File: src/rtl/sonido_pkg.sv
// sonido_pkg
// Shared constants for the sonido I2S-style audio transmitter.
//   DATA_W, SLOT_BITS, CLK_PER_BIT : default sample width / slots per channel /
//                                    clk cycles per serial bit slot
//   FRAME_CLKS, CNT_W              : derived frame length and counter width
//   MSB_SLOT, LAST_DATA_SLOT       : first and last bit slot carrying sample data
//                                    (slot 0 is the I2S one-bit delay)
package sonido_pkg;

    localparam int DATA_W      = 24;
    localparam int SLOT_BITS   = 32;
    localparam int CLK_PER_BIT = 8;

    localparam int FRAME_CLKS  = 2 * SLOT_BITS * CLK_PER_BIT;
    localparam int CNT_W       = $clog2(FRAME_CLKS);

    localparam int MSB_SLOT       = 1;
    localparam int LAST_DATA_SLOT = MSB_SLOT + DATA_W - 1;

    function automatic int frame_clks(input int slot_bits, input int clk_per_bit);
        return 2 * slot_bits * clk_per_bit;
    endfunction

endpackage

File: src/rtl/sonido_clkgen.sv
// sonido_clkgen
// Free-running frame counter and the DAC clock outputs.
// All clock outputs are registered from the next counter value, so in the
// cycle where cnt = n every output already reflects position n.
// Ports:
//   clk, reset    : system clock, asynchronous active-low reset
//   cnt           : current frame position, 0..FRAME-1
//   slot_next     : bit slot (0..SLOT_BITS-1) of the next frame position,
//                   used by the top to register SDIN in step with the clocks
//   frame_start   : high in the last cycle of a frame; the following edge
//                   wraps cnt to 0 and starts a new frame
//   mclk          : clk/2 master clock (0 on even positions)
//   lrclk         : word select, 0 = left half, 1 = right half
//   sclk          : serial bit clock, only with SONIDO_SCLK_EN defined
// Macro: SONIDO_SCLK_EN adds the sclk output.
module sonido_clkgen
    import sonido_pkg::*;
#(
    parameter int SLOT_BITS   = sonido_pkg::SLOT_BITS,
    parameter int CLK_PER_BIT = sonido_pkg::CLK_PER_BIT,
    localparam int FRAME      = frame_clks(SLOT_BITS, CLK_PER_BIT),
    localparam int CW         = $clog2(FRAME),
    localparam int SW         = $clog2(SLOT_BITS)
) (
    input  logic          clk,
    input  logic          reset,
    output logic [CW-1:0] cnt,
    output logic [SW-1:0] slot_next,
    output logic          frame_start,
    output logic          mclk,
`ifdef SONIDO_SCLK_EN
    output logic          sclk,
`endif
    output logic          lrclk
);

    localparam logic [CW-1:0] LAST = CW'(FRAME - 1);
    localparam logic [CW-1:0] HALF = CW'(FRAME / 2);
    localparam logic [CW-1:0] CPB  = CW'(CLK_PER_BIT);

    logic [CW-1:0] cnt_next;
    logic [CW-1:0] pos_next;
    logic          lrclk_next;

    // Explicit wrap keeps the frame correct for non-power-of-two CLK_PER_BIT.
    always_comb begin
        cnt_next   = (cnt == LAST) ? '0 : cnt + 1'b1;
        lrclk_next = (cnt_next >= HALF);
        pos_next   = lrclk_next ? (cnt_next - HALF) : cnt_next;
    end

    assign slot_next   = SW'(pos_next / CPB);
    assign frame_start = (cnt == LAST);

    always_ff @(posedge clk or negedge reset) begin
        if (!reset) begin
            cnt   <= '0;
            mclk  <= 1'b0;
            lrclk <= 1'b0;
        end else begin
            cnt   <= cnt_next;
            mclk  <= cnt_next[0];
            lrclk <= lrclk_next;
        end
    end

`ifdef SONIDO_SCLK_EN
    localparam logic [CW-1:0] CPB_HALF = CW'(CLK_PER_BIT / 2);

    logic [CW-1:0] phase_next;

    assign phase_next = pos_next % CPB;

    // Low for the first half of each slot: SDIN changes at the slot start,
    // so it has been stable for half a slot when sclk rises.
    always_ff @(posedge clk or negedge reset) begin
        if (!reset) begin
            sclk <= 1'b0;
        end else begin
            sclk <= (phase_next >= CPB_HALF);
        end
    end
`endif

endmodule

File: src/rtl/sonido.sv
// sonido
// Serial audio transmitter for a 24-bit I2S-style stereo DAC Pmod.
// One sample is latched per frame and sent MSB-first, one slot after the
// word-select change, identically on the left and right channels.
// Ports:
//   clk            : 50 MHz system clock
//   reset          : asynchronous active-low reset
//   transmisionIn  : two's-complement sample, captured at the frame wrap
//   MCLK           : DAC master clock, clk/2
//   LRCLK          : word select, 0 = left, 1 = right
//   SDIN           : serial data
//   SCLK           : serial bit clock (only with SONIDO_SCLK_EN)
//   gnd, vcc       : Pmod supply pins, constant 0 / 1
// Macro: SONIDO_SCLK_EN adds the SCLK output port.
module sonido
    import sonido_pkg::*;
#(
    parameter int DATA_W      = sonido_pkg::DATA_W,
    parameter int SLOT_BITS   = sonido_pkg::SLOT_BITS,
    parameter int CLK_PER_BIT = sonido_pkg::CLK_PER_BIT,
    localparam int FRAME      = frame_clks(SLOT_BITS, CLK_PER_BIT),
    localparam int CW         = $clog2(FRAME),
    localparam int SW         = $clog2(SLOT_BITS)
) (
    input  logic              clk,
    input  logic              reset,
    input  logic [DATA_W-1:0] transmisionIn,
    output logic              MCLK,
    output logic              LRCLK,
    output logic              SDIN,
`ifdef SONIDO_SCLK_EN
    output logic              SCLK,
`endif
    output logic              gnd,
    output logic              vcc
);

    logic [CW-1:0]     cnt_unused;   // frame position, kept visible for debug
    logic [SW-1:0]     slot_next;
    logic              frame_start;
    logic [DATA_W-1:0] hold;
    logic              sdin_d;

    sonido_clkgen #(
        .SLOT_BITS   (SLOT_BITS),
        .CLK_PER_BIT (CLK_PER_BIT)
    ) u_clkgen (
        .clk         (clk),
        .reset       (reset),
        .cnt         (cnt_unused),
        .slot_next   (slot_next),
        .frame_start (frame_start),
        .mclk        (MCLK),
`ifdef SONIDO_SCLK_EN
        .sclk        (SCLK),
`endif
        .lrclk       (LRCLK)
    );

    assign gnd = 1'b0;
    assign vcc = 1'b1;

    // Sample is frozen for the whole frame, so mid-frame input changes only
    // show up in the next frame.
    always_ff @(posedge clk or negedge reset) begin
        if (!reset) begin
            hold <= '0;
        end else if (frame_start) begin
            hold <= transmisionIn;
        end
    end

    // Slot MSB_SLOT carries hold[DATA_W-1], the following slots walk down to
    // bit 0; slot 0 and the slots after the data are zero. slot_next only
    // changes on slot boundaries, and hold only changes while slot_next = 0,
    // so SDIN moves only at the start of a slot.
    always_comb begin
        sdin_d = 1'b0;
        for (int i = 0; i < DATA_W; i++) begin
            if (int'(slot_next) == MSB_SLOT + DATA_W - 1 - i) begin
                sdin_d = hold[i];
            end
        end
    end

    always_ff @(posedge clk or negedge reset) begin
        if (!reset) begin
            SDIN <= 1'b0;
        end else begin
            SDIN <= sdin_d;
        end
    end

endmodule

File: config.mk
export PLATFORM = sky130hd
export DESIGN_NAME = sonido
export DESIGN_NICKNAME = d
export VERILOG_FILES = /design/src/rtl/sonido_pkg.sv /design/src/rtl/sonido_clkgen.sv /design/src/rtl/sonido.sv
export SDC_FILE = /design/constraint.sdc
export NUM_CORES = 1
export LEC_CHECK = 0
export CELL_PAD_IN_SITES_DETAIL_PLACEMENT = 0
export CELL_PAD_IN_SITES_GLOBAL_PLACEMENT = 2
export CORE_MARGIN = 2
export CORE_UTILIZATION = 31
export CTS_CLUSTER_DIAMETER = 80
export DETAILED_ROUTE_END_ITERATION = 10
export PLACE_DENSITY_LB_ADDON = 0.1
export SYNTH_ARGS = -nofsm -noshare
export SYNTH_HDL_FRONTEND = slang
export SYNTH_SLANG_ARGS = --single-unit
File: constraint.sdc
create_clock -name clk -period 2.5 [get_ports clk]
set_input_delay 0.625 -clock clk [delete_from_list [all_inputs] [get_ports clk]]
set_output_delay 0.625 -clock clk [all_outputs]
set_load 0.01 [all_outputs]
==> run_1/congestion_map.png <==
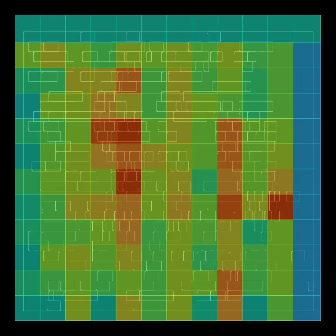
met2 usage in global routing: 22.7%
met3 Resource Use GR: 3.07%

==> run_1/m3.png <==
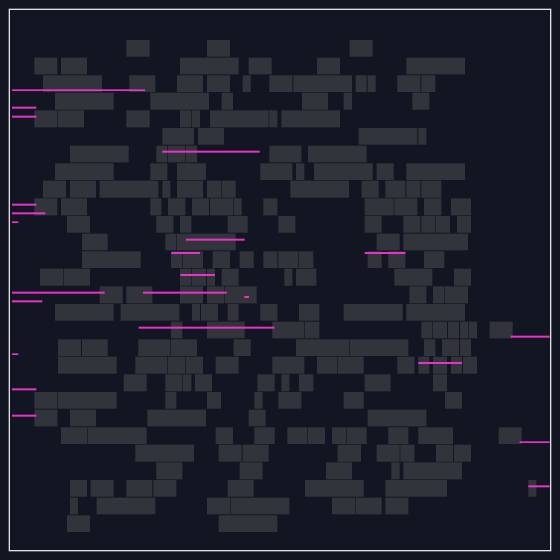
share of all routed wire: 3.3%
longest straight run: 20.7 um
wire length on this layer: 154 um
number of vias after detailed routing: 1518
wire length after detailed routing: 4700 um

==> run_1/sizing.png <==
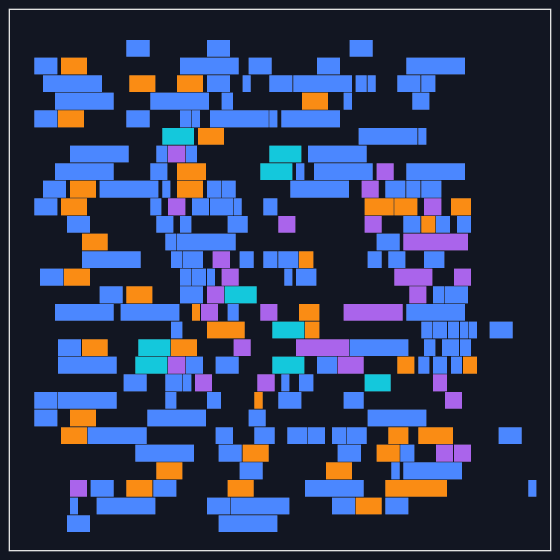
legend:
  x1 and smaller:
    color: blue
    cells: 149
    share: 66%
    most_used: dfrtp_1
  x6 and larger:
    color: cyan
    cells: 9
    share: 4.0%
    most_used: clkbuf_8
  x2:
    color: orange
    cells: 39
    share: 17%
    most_used: mux2_2
  x3 and x4:
    color: purple
    cells: 28
    share: 12%
    most_used: buf_4
design area: 2570 um2
number of buffers other than clock buffers in the final layout: 51
Syn-to-layout area delta: 31.4%
worst setup margin: 110 ps

==> Implementation_results.wiki, run 1 <==
== Flow metrics ==
{| class="wikitable"
! Metric !! Value
|-
| Non-filler cells in the finished layout || about 300
|-
| Largest net degree at the start of global routing || 35
|-
| Antenna-violating nets left || 0
|-
| Area fraction of clock buffers and clock inverters || 4.28%
|-
| WP data arrival || 2560 ps
|-
| Seq Cell Count || 34
|-
| Synthesized-area fraction occupied by adder cells || 1.28%
|-
| Max cap viols || 0
|-
| Area leader share || between 40 and 50%
|-
| Result of the run || complete, no violations
|-
| Worst Hold Class || reg2reg
|-
| Post-synthesis simple-gate area fraction || 16.0%
|-
| Longest individual stage delay on the worst path || 420 ps
|-
| Tally of buffers added on design ports || 28
|-
| Std-Cell Rows || 28
|-
| Start point of the critical path || u_clkgen.cnt[7]
|-
| 1st-iter DRT viols || 71
|-
| Die height || 83.5 um
|-
| Fraction of power consumed by combinational cells || under 10%
|-
| Clock buffer cells || 8
|-
| Transition at the pin with the smallest max-transition slack || 600 ps
|-
| Placeable core region || 6030 um2
|-
| Non-clock buffer share || between 10% and 20%
|-
| Residual DRC || 0
|-
| Number of gates on the worst path with buffers counted || 11
|-
| Crit path max-delay cell type || sky130_fd_sc_hd__dfrtp_1
|-
| Largest area contributor in the synthesized netlist || sky130_fd_sc_hd__dfrtp_1
|-
| Switching share of power || 19.8%
|-
| Worst reg2reg endpoint || SDIN
|-
| Fin crit share || 95.6%
|-
| Largest vdd supply drop || between 0.0002 and 0.00025 V
|-
| Layout fillers || 625
|-
| Cells taking the most area after synthesis || sky130_fd_sc_hd__dfrtp_1 (43%), sky130_fd_sc_hd__mux2_2 (13%), sky130_fd_sc_hd__mux2i_1 (2.0%)
|-
| Floorplan utilization || 32.5%
|-
| Post-synth area from yosys stat || 1960 um2
|-
| Layout cells sized above 1 || around a third
|-
| Worst hold path endpoint || hold[9]
|-
| Htree depth || 2
|-
| Cell Pwr Density || 418 nW/um2
|-
| Instance count after placement with tap cells included || 288
|-
| First-pass GRT wire length || between 7000 and 8000 um
|-
| R2r startpoint || u_clkgen.cnt[7]
|-
| Count of distinct cell types in the synthesized netlist || 58
|-
| Count of hold-fix buffers inserted at cts || 0
|-
| Setup Viol. Count Final || 0
|-
| I/O pin count || 31
|-
| Total power || 1080 uW
|-
| Most used standard cell by instance count after synthesis || sky130_fd_sc_hd__dfrtp_1
|-
| Clock sinks || 34
|-
| Sw Pwr || 213 uW
|-
| Hold slack final || 511 ps
|-
| Commonest cells in the netlist || sky130_fd_sc_hd__dfrtp_1 (34), sky130_fd_sc_hd__mux2_2 (22), sky130_fd_sc_hd__nor2_1 (10)
|-
| Leakage power total || 0.00118 uW
|-
| Final hold violations || 0
|-
| Via count of the first global-routing pass || 1626
|-
| Number of buffer and inverter instances along the worst setup path || 2
|-
| Placed cell area || 2400 um2
|-
| Number of setup buffers added after CTS || 0
|-
| Net count of the finished layout || about 250
|-
| HP Start || hold[9]
|-
| Startpoint types || register
|-
| Clock tree from TritonCTS || done
|-
| Period minus WS final || 2390 ps
|-
| Flop area || 852 um2
|-
| Kind of cell adding the most delay to the critical path || simple AND/OR/NAND/NOR gates
|-
| Cell-by-cell trace of the critical path || nand2_1 -> nor3_4 -> ha_4 -> nor2b_2 -> mux2i_4 -> inv_2 -> buf_4 -> nor4_1 -> a22oi_1 -> o21ai_1 -> a21oi_1
|-
| Well tap count || between 70 and 80
|-
| Flop-to-flop setup slack || 110 ps
|-
| Critical path data required time || 2670 ps
|-
| Insertion delay to the later sink of the worst-skew pair || around 280 ps
|-
| Synth Register Bits || 34
|-
| Clock tree root driver cell || sky130_fd_sc_hd__clkbuf_8
|-
| Most frequent logic cells in the routed design || sky130_fd_sc_hd__dfrtp_1 (33), sky130_fd_sc_hd__clkdlybuf4s50_1 (28), sky130_fd_sc_hd__mux2_2 (22), sky130_fd_sc_hd__buf_4 (22), sky130_fd_sc_hd__nor2_1 (9)
|-
| Via density || 5.06
|-
| Post-DP HPWL || 3470 um
|-
| Number of instances in the synthesized netlist || 180
|-
| Dominant class by area || combinational gates
|-
| Aggregate global-route resource usage || 13.9%
|-
| Synth mux share || 15.9%
|-
| Yosys cell count || 180
|-
| GRT Residual Overflow || 0
|-
| Fraction of power consumed by the clock network || 44.2%
|-
| Max Buffers Root-to-Sink || 2
|-
| Combinational Gates || around 130
|-
| Utilization after layout || a little over two fifths
|-
| Timing-limited maximum frequency || approximately 420 MHz
|-
| Number of inverters outside the clock class in the layout || 6
|-
| Fraction of standard cell area in multi-input logic || 40.2%
|-
| Horizontal die size || roughly 83 um
|-
| Stage-log warning count || 27
|-
| FF-to-FF path depth || 11
|-
| Most common library cell in the layout ignoring fill and taps || sky130_fd_sc_hd__dfrtp_1
|-
| Clock-pin slew on the worst setup and hold paths || about 70 ps
|-
| Worst slack at placement || just under 70 ps
|-
| Clock Skews || between 7 and 8 ps
|-
| Critical path capture point type || register
|-
| Warning count from the yosys run || 0
|-
| Mapped Nets || 208
|-
| Kind of critical path || reg2reg
|-
| Drt wl/cell || 15.7 um
|-
| Post-synth seq share || 43.5%
|-
| Flop share of the area || around a third
|-
| Total Die Area || 6960 um2
|-
| Number of enable-type register cells in the synthesized netlist || 0
|-
| Number of instances resized during post-cts repair || 0
|-
| TNS Setup || 0 ps
|-
| Cell area after synthesis || a little under 2000 um2
|-
| Fin. max-slew vios || 0
|-
| Fraction of registers with async set or reset after synthesis || 100%
|-
| Largest fanout on the critical path || 11
|-
| Number of search-and-repair iterations in the first detailed-routing pass || 4
|-
| GPL Wtd Cong || 0.839
|-
| Number of antenna violations at the first check in global routing || 0
|-
| Max_slew headroom || 60.0%
|-
| Synthesized area divided by synthesized cell count || 10.9 um2
|-
| Count of antenna diodes in the layout || 0
|-
| Crit path capture || SDIN
|-
| Top non-seq family || simple AND/OR/NAND/NOR gates
|-
| Prevailing post-synth register cell || sky130_fd_sc_hd__dfrtp_1
|-
| Power Internal || about 860 uW
|-
| Part of the power in registers || 51.1%
|-
| Yosys aoi share || ~15%
|-
| Xor+xnor area frac || 2.24%
|-
| Multi-input gate area in the final layout || 1030 um2
|-
| Min-Delay Path Depth || 1
|-
| CTS buffer count || 5
|}
run 1: power by group through the flow:
| stage | clock [uW] | combinational (uW) | sequential [uW] |
|---|---|---|---|
| after floorplan | 0 | 3.89 | 561 |
| after global placement | 0 | 51.1 | 560 |
| after detailed placement | 0 | 52.3 | 560 |
| after CTS | 495 | 52.5 | 550 |
| after global routing | 514 | 56.4 | 549 |
| final | 475 | 50.8 | 550 |
run 1: per-layer routing:
layer / up-vias / routed length [um] / global-route usage [%] / share of wire (%)
li1: 745 / - / - / -
met1: 738 / 2180 / 18.1 / 46
met2: 31 / 2310 / 22.7 / 49
met3: 4 / 153 / 3.07 / 3.3
met4: 0 / 53 / 5.13 / 1.1
met5: - / 0 / 0 / 0
run 1: sequential cells by signal, indices dropped and copies added (netlist names):
name,flops
hold,24
u_clkgen.cnt,9
SDIN,1
==> run 1 -> run 2 <==
--- a/config.mk
+++ b/config.mk
@@ -8,10 +8,10 @@
 export CELL_PAD_IN_SITES_DETAIL_PLACEMENT = 0
 export CELL_PAD_IN_SITES_GLOBAL_PLACEMENT = 2
 export CORE_MARGIN = 2
-export CORE_UTILIZATION = 31
+export CORE_UTILIZATION = 34
 export CTS_CLUSTER_DIAMETER = 80
 export DETAILED_ROUTE_END_ITERATION = 10
-export PLACE_DENSITY_LB_ADDON = 0.1
+export PLACE_DENSITY = 0.87
 export SYNTH_ARGS = -nofsm -noshare
 export SYNTH_HDL_FRONTEND = slang
 export SYNTH_SLANG_ARGS = --single-unit
==> constraint.sdc (replaced) <==
create_clock -name clk -period 2.35 [get_ports clk]
set_input_delay 0.5875 -clock clk [delete_from_list [all_inputs] [get_ports clk]]
set_output_delay 0.5875 -clock clk [all_outputs]
set_load 0.01 [all_outputs]
==> run_2/gates.png <==
The bar under the picture is 20 um long.
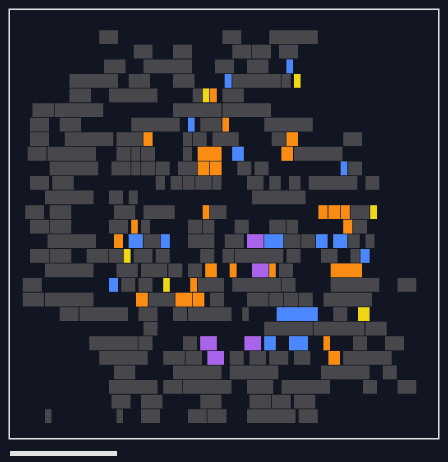
legend:
  nand cells:
    color: blue
    cells: 15
  nor cells:
    color: orange
    cells: 25
  xor and xnor cells:
    color: purple
    cells: 5
    where: bottom middle
  inv cells:
    color: yellow
    cells: 6
non-filler cells in the finished layout: 301
fraction of standard cell area in multi-input logic: 40.9%

==> run_2/sizing.png <==
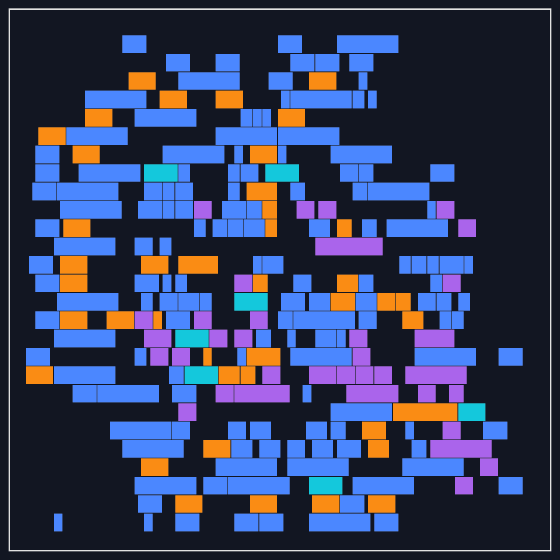
legend:
  x3 and x4:
    color: purple
    cells: 35
    share: 15%
    most_used: buf_4
  x2:
    color: orange
    cells: 41
    share: 18%
    most_used: mux2_2
  x1 and smaller:
    color: blue
    cells: 146
    share: 64%
    most_used: dfrtp_1
  x6 and larger:
    color: cyan
    cells: 7
    share: 3.1%
    most_used: clkbuf_8
worst setup margin: 49.0 ps
design area: 2610 um2
number of buffers other than clock buffers in the final layout: 55

==> run_2/congestion_map.png <==
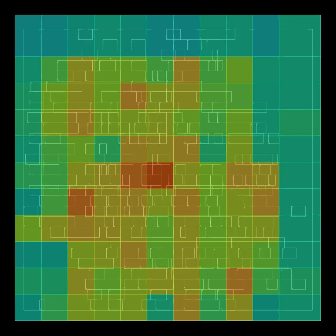
met2 usage in global routing: 24.5%
met1 capacity usage during global routing: 20.1%
aggregate global-route resource usage: 15.2%

==> Implementation_results.wiki, run 2 <==
== Flow metrics ==
{| class="wikitable"
! Metric !! Value
|-
| Result of the run || complete, no violations
|-
| Clock tree root driver cell || sky130_fd_sc_hd__clkbuf_8
|-
| Placed cell area || 2450 um2
|-
| Std-Cell Rows || 27
|-
| I/O pin count || 31
|-
| Most used routing layer || met2
|-
| Largest area contributor in the synthesized netlist || sky130_fd_sc_hd__dfrtp_1
|-
| Largest net degree at the start of global routing || 35
|-
| Critical path capture point type || register
|-
| Max cap viols || 0
|-
| Number of search-and-repair iterations in the first detailed-routing pass || 4
|-
| Count of antenna diodes in the layout || 0
|-
| Number of flip-flops under the largest register name || 24
|-
| Met3 routed wirelength || 102 um
|-
| Cell Pwr Density || approximately 410 nW/um2
|-
| Hold slack final || 509 ps
|-
| Layout cells sized above 1 || 36.2%
|-
| Most frequent logic cells in the routed design || sky130_fd_sc_hd__dfrtp_1 (33), sky130_fd_sc_hd__clkdlybuf4s50_1 (28), sky130_fd_sc_hd__buf_4 (26), sky130_fd_sc_hd__mux2_2 (22), sky130_fd_sc_hd__nor2_1 (8)
|-
| Residual DRC || 0
|-
| Worst slack at placement || -31.0 ps
|-
| Metal-1 WL || between 2000 and 2500 um
|-
| First-pass GRT wire length || ~7500 um
|-
| Number of enable-type register cells in the synthesized netlist || 0
|-
| Fraction of power consumed by combinational cells || 5.1%
|-
| Commonest cells in the netlist || sky130_fd_sc_hd__dfrtp_1 (34), sky130_fd_sc_hd__mux2_2 (22), sky130_fd_sc_hd__nor2_1 (10)
|-
| Via density || 5.05
|-
| Fraction of power consumed by the clock network || 40.5%
|-
| Part of the power in registers || approximately 54%
|-
| Final hold violations || 0
|-
| Register with the most flip-flops || hold
|-
| Met3 Resource Use GR || under 10%
|-
| Min-Delay Path Depth || 1
|-
| Die height || approximately 80 um
|-
| Yosys aoi share || 14.8%
|-
| Crit path max-delay cell type || sky130_fd_sc_hd__dfrtp_1
|-
| Worst Hold Class || reg2reg
|-
| Prevailing post-synth register cell || sky130_fd_sc_hd__dfrtp_1
|-
| Layout fillers || ~560
|-
| Period minus WS final || 2300 ps
|-
| Number of setup buffers added after CTS || 1
|-
| Warning count from the yosys run || 0
|-
| Most used standard cell by instance count after synthesis || sky130_fd_sc_hd__dfrtp_1
|-
| Syn-to-layout area delta || 33.6%
|-
| Area leader share || 43.5%
|-
| Clock sinks || 34
|-
| Group drawing the most power || sequential cells
|-
| Clock-pin slew on the worst setup and hold paths || 60 ps
|-
| 1st-iter DRT viols || 86
|-
| GPL Wtd Cong || 0.771
|-
| Instance count after placement with tap cells included || 292
|-
| Synth mux share || 15.9%
|-
| Total power || around 1100 uW
|-
| CTS buffer count || 5
|-
| Post-DP HPWL || 3160 um
|-
| P_comb || 54.6 uW
|-
| Sw Pwr || 217 uW
|-
| Tally of buffers added on design ports || 28
|-
| Cell area after synthesis || 1960 um2
|-
| Top routing layer used || met4
|-
| Cell-by-cell trace of the critical path || nand4_4 -> nor3_4 -> ha_4 -> nor2b_2 -> mux2i_4 -> inv_2 -> or3_4 -> a21bo_1 -> a31o_1 -> a21oi_1 -> a21oi_1
|-
| Critical path data required time || 2520 ps
|-
| Insertion delay to the later sink of the worst-skew pair || 280 ps
|-
| TNS Setup || 0 ps
|-
| Placeable core region || 5540 um2
|-
| Cells taking the most area after synthesis || sky130_fd_sc_hd__dfrtp_1 (43%), sky130_fd_sc_hd__mux2_2 (13%), sky130_fd_sc_hd__mux2i_1 (2.0%)
|-
| Longest individual stage delay on the worst path || 390 ps
|-
| Number of gates on the worst path with buffers counted || 11
|-
| Horizontal die size || 79.9 um
|-
| WP data arrival || 2470 ps
|-
| Utilization after layout || 47.2%
|-
| Mapped Nets || 208
|-
| Setup Viol. Count Final || 0
|-
| Synth Register Bits || 34
|-
| Wire length after detailed routing || 4230 um
|-
| Power Internal || roughly 860 uW
|-
| Clock Skews || 2.18 ps
|-
| Number of instances resized during post-cts repair || 3
|-
| Clock net power || 435 uW
|-
| Most common library cell in the layout ignoring fill and taps || sky130_fd_sc_hd__dfrtp_1
|-
| Startpoint types || register
|-
| Fin crit share || 97.9%
|-
| Number of instances in the synthesized netlist || 180
|-
| Via count of the first global-routing pass || 1550
|-
| Xor+xnor area frac || 2.24%
|}
==> run 2: cell counts after synthesis <==
No cell type changed its count.
==> run 2: final cells by class <==
cell class,count,area [um2],area share (%)
Clock inverter,1,5.00,0.191
Clock buffer,7,86.3,3.30
Timing Repair Buffer,55,487,18.6
Tap cell,72,90.1,3.45
Inverter,6,25.0,0.957
Sequential cell,34,852,32.6
Multi-Input combinational cell,126,1070,40.9
==> run 2: path summary, 6_finish.rpt <==
check | startpoint | slack, ps | to
max | u_clkgen.cnt[4] | 50 | SDIN
min | hold[17] | 510 | hold[17]
max reg2reg | u_clkgen.cnt[4] | 50 | SDIN
min reg2reg | hold[17] | 510 | hold[17]
max in group asynchronous | reset | 1310 | u_clkgen.cnt[0]
min in group asynchronous | reset | 720 | hold[1]
No activity file was given, so power comes from the tool's default toggle rates.
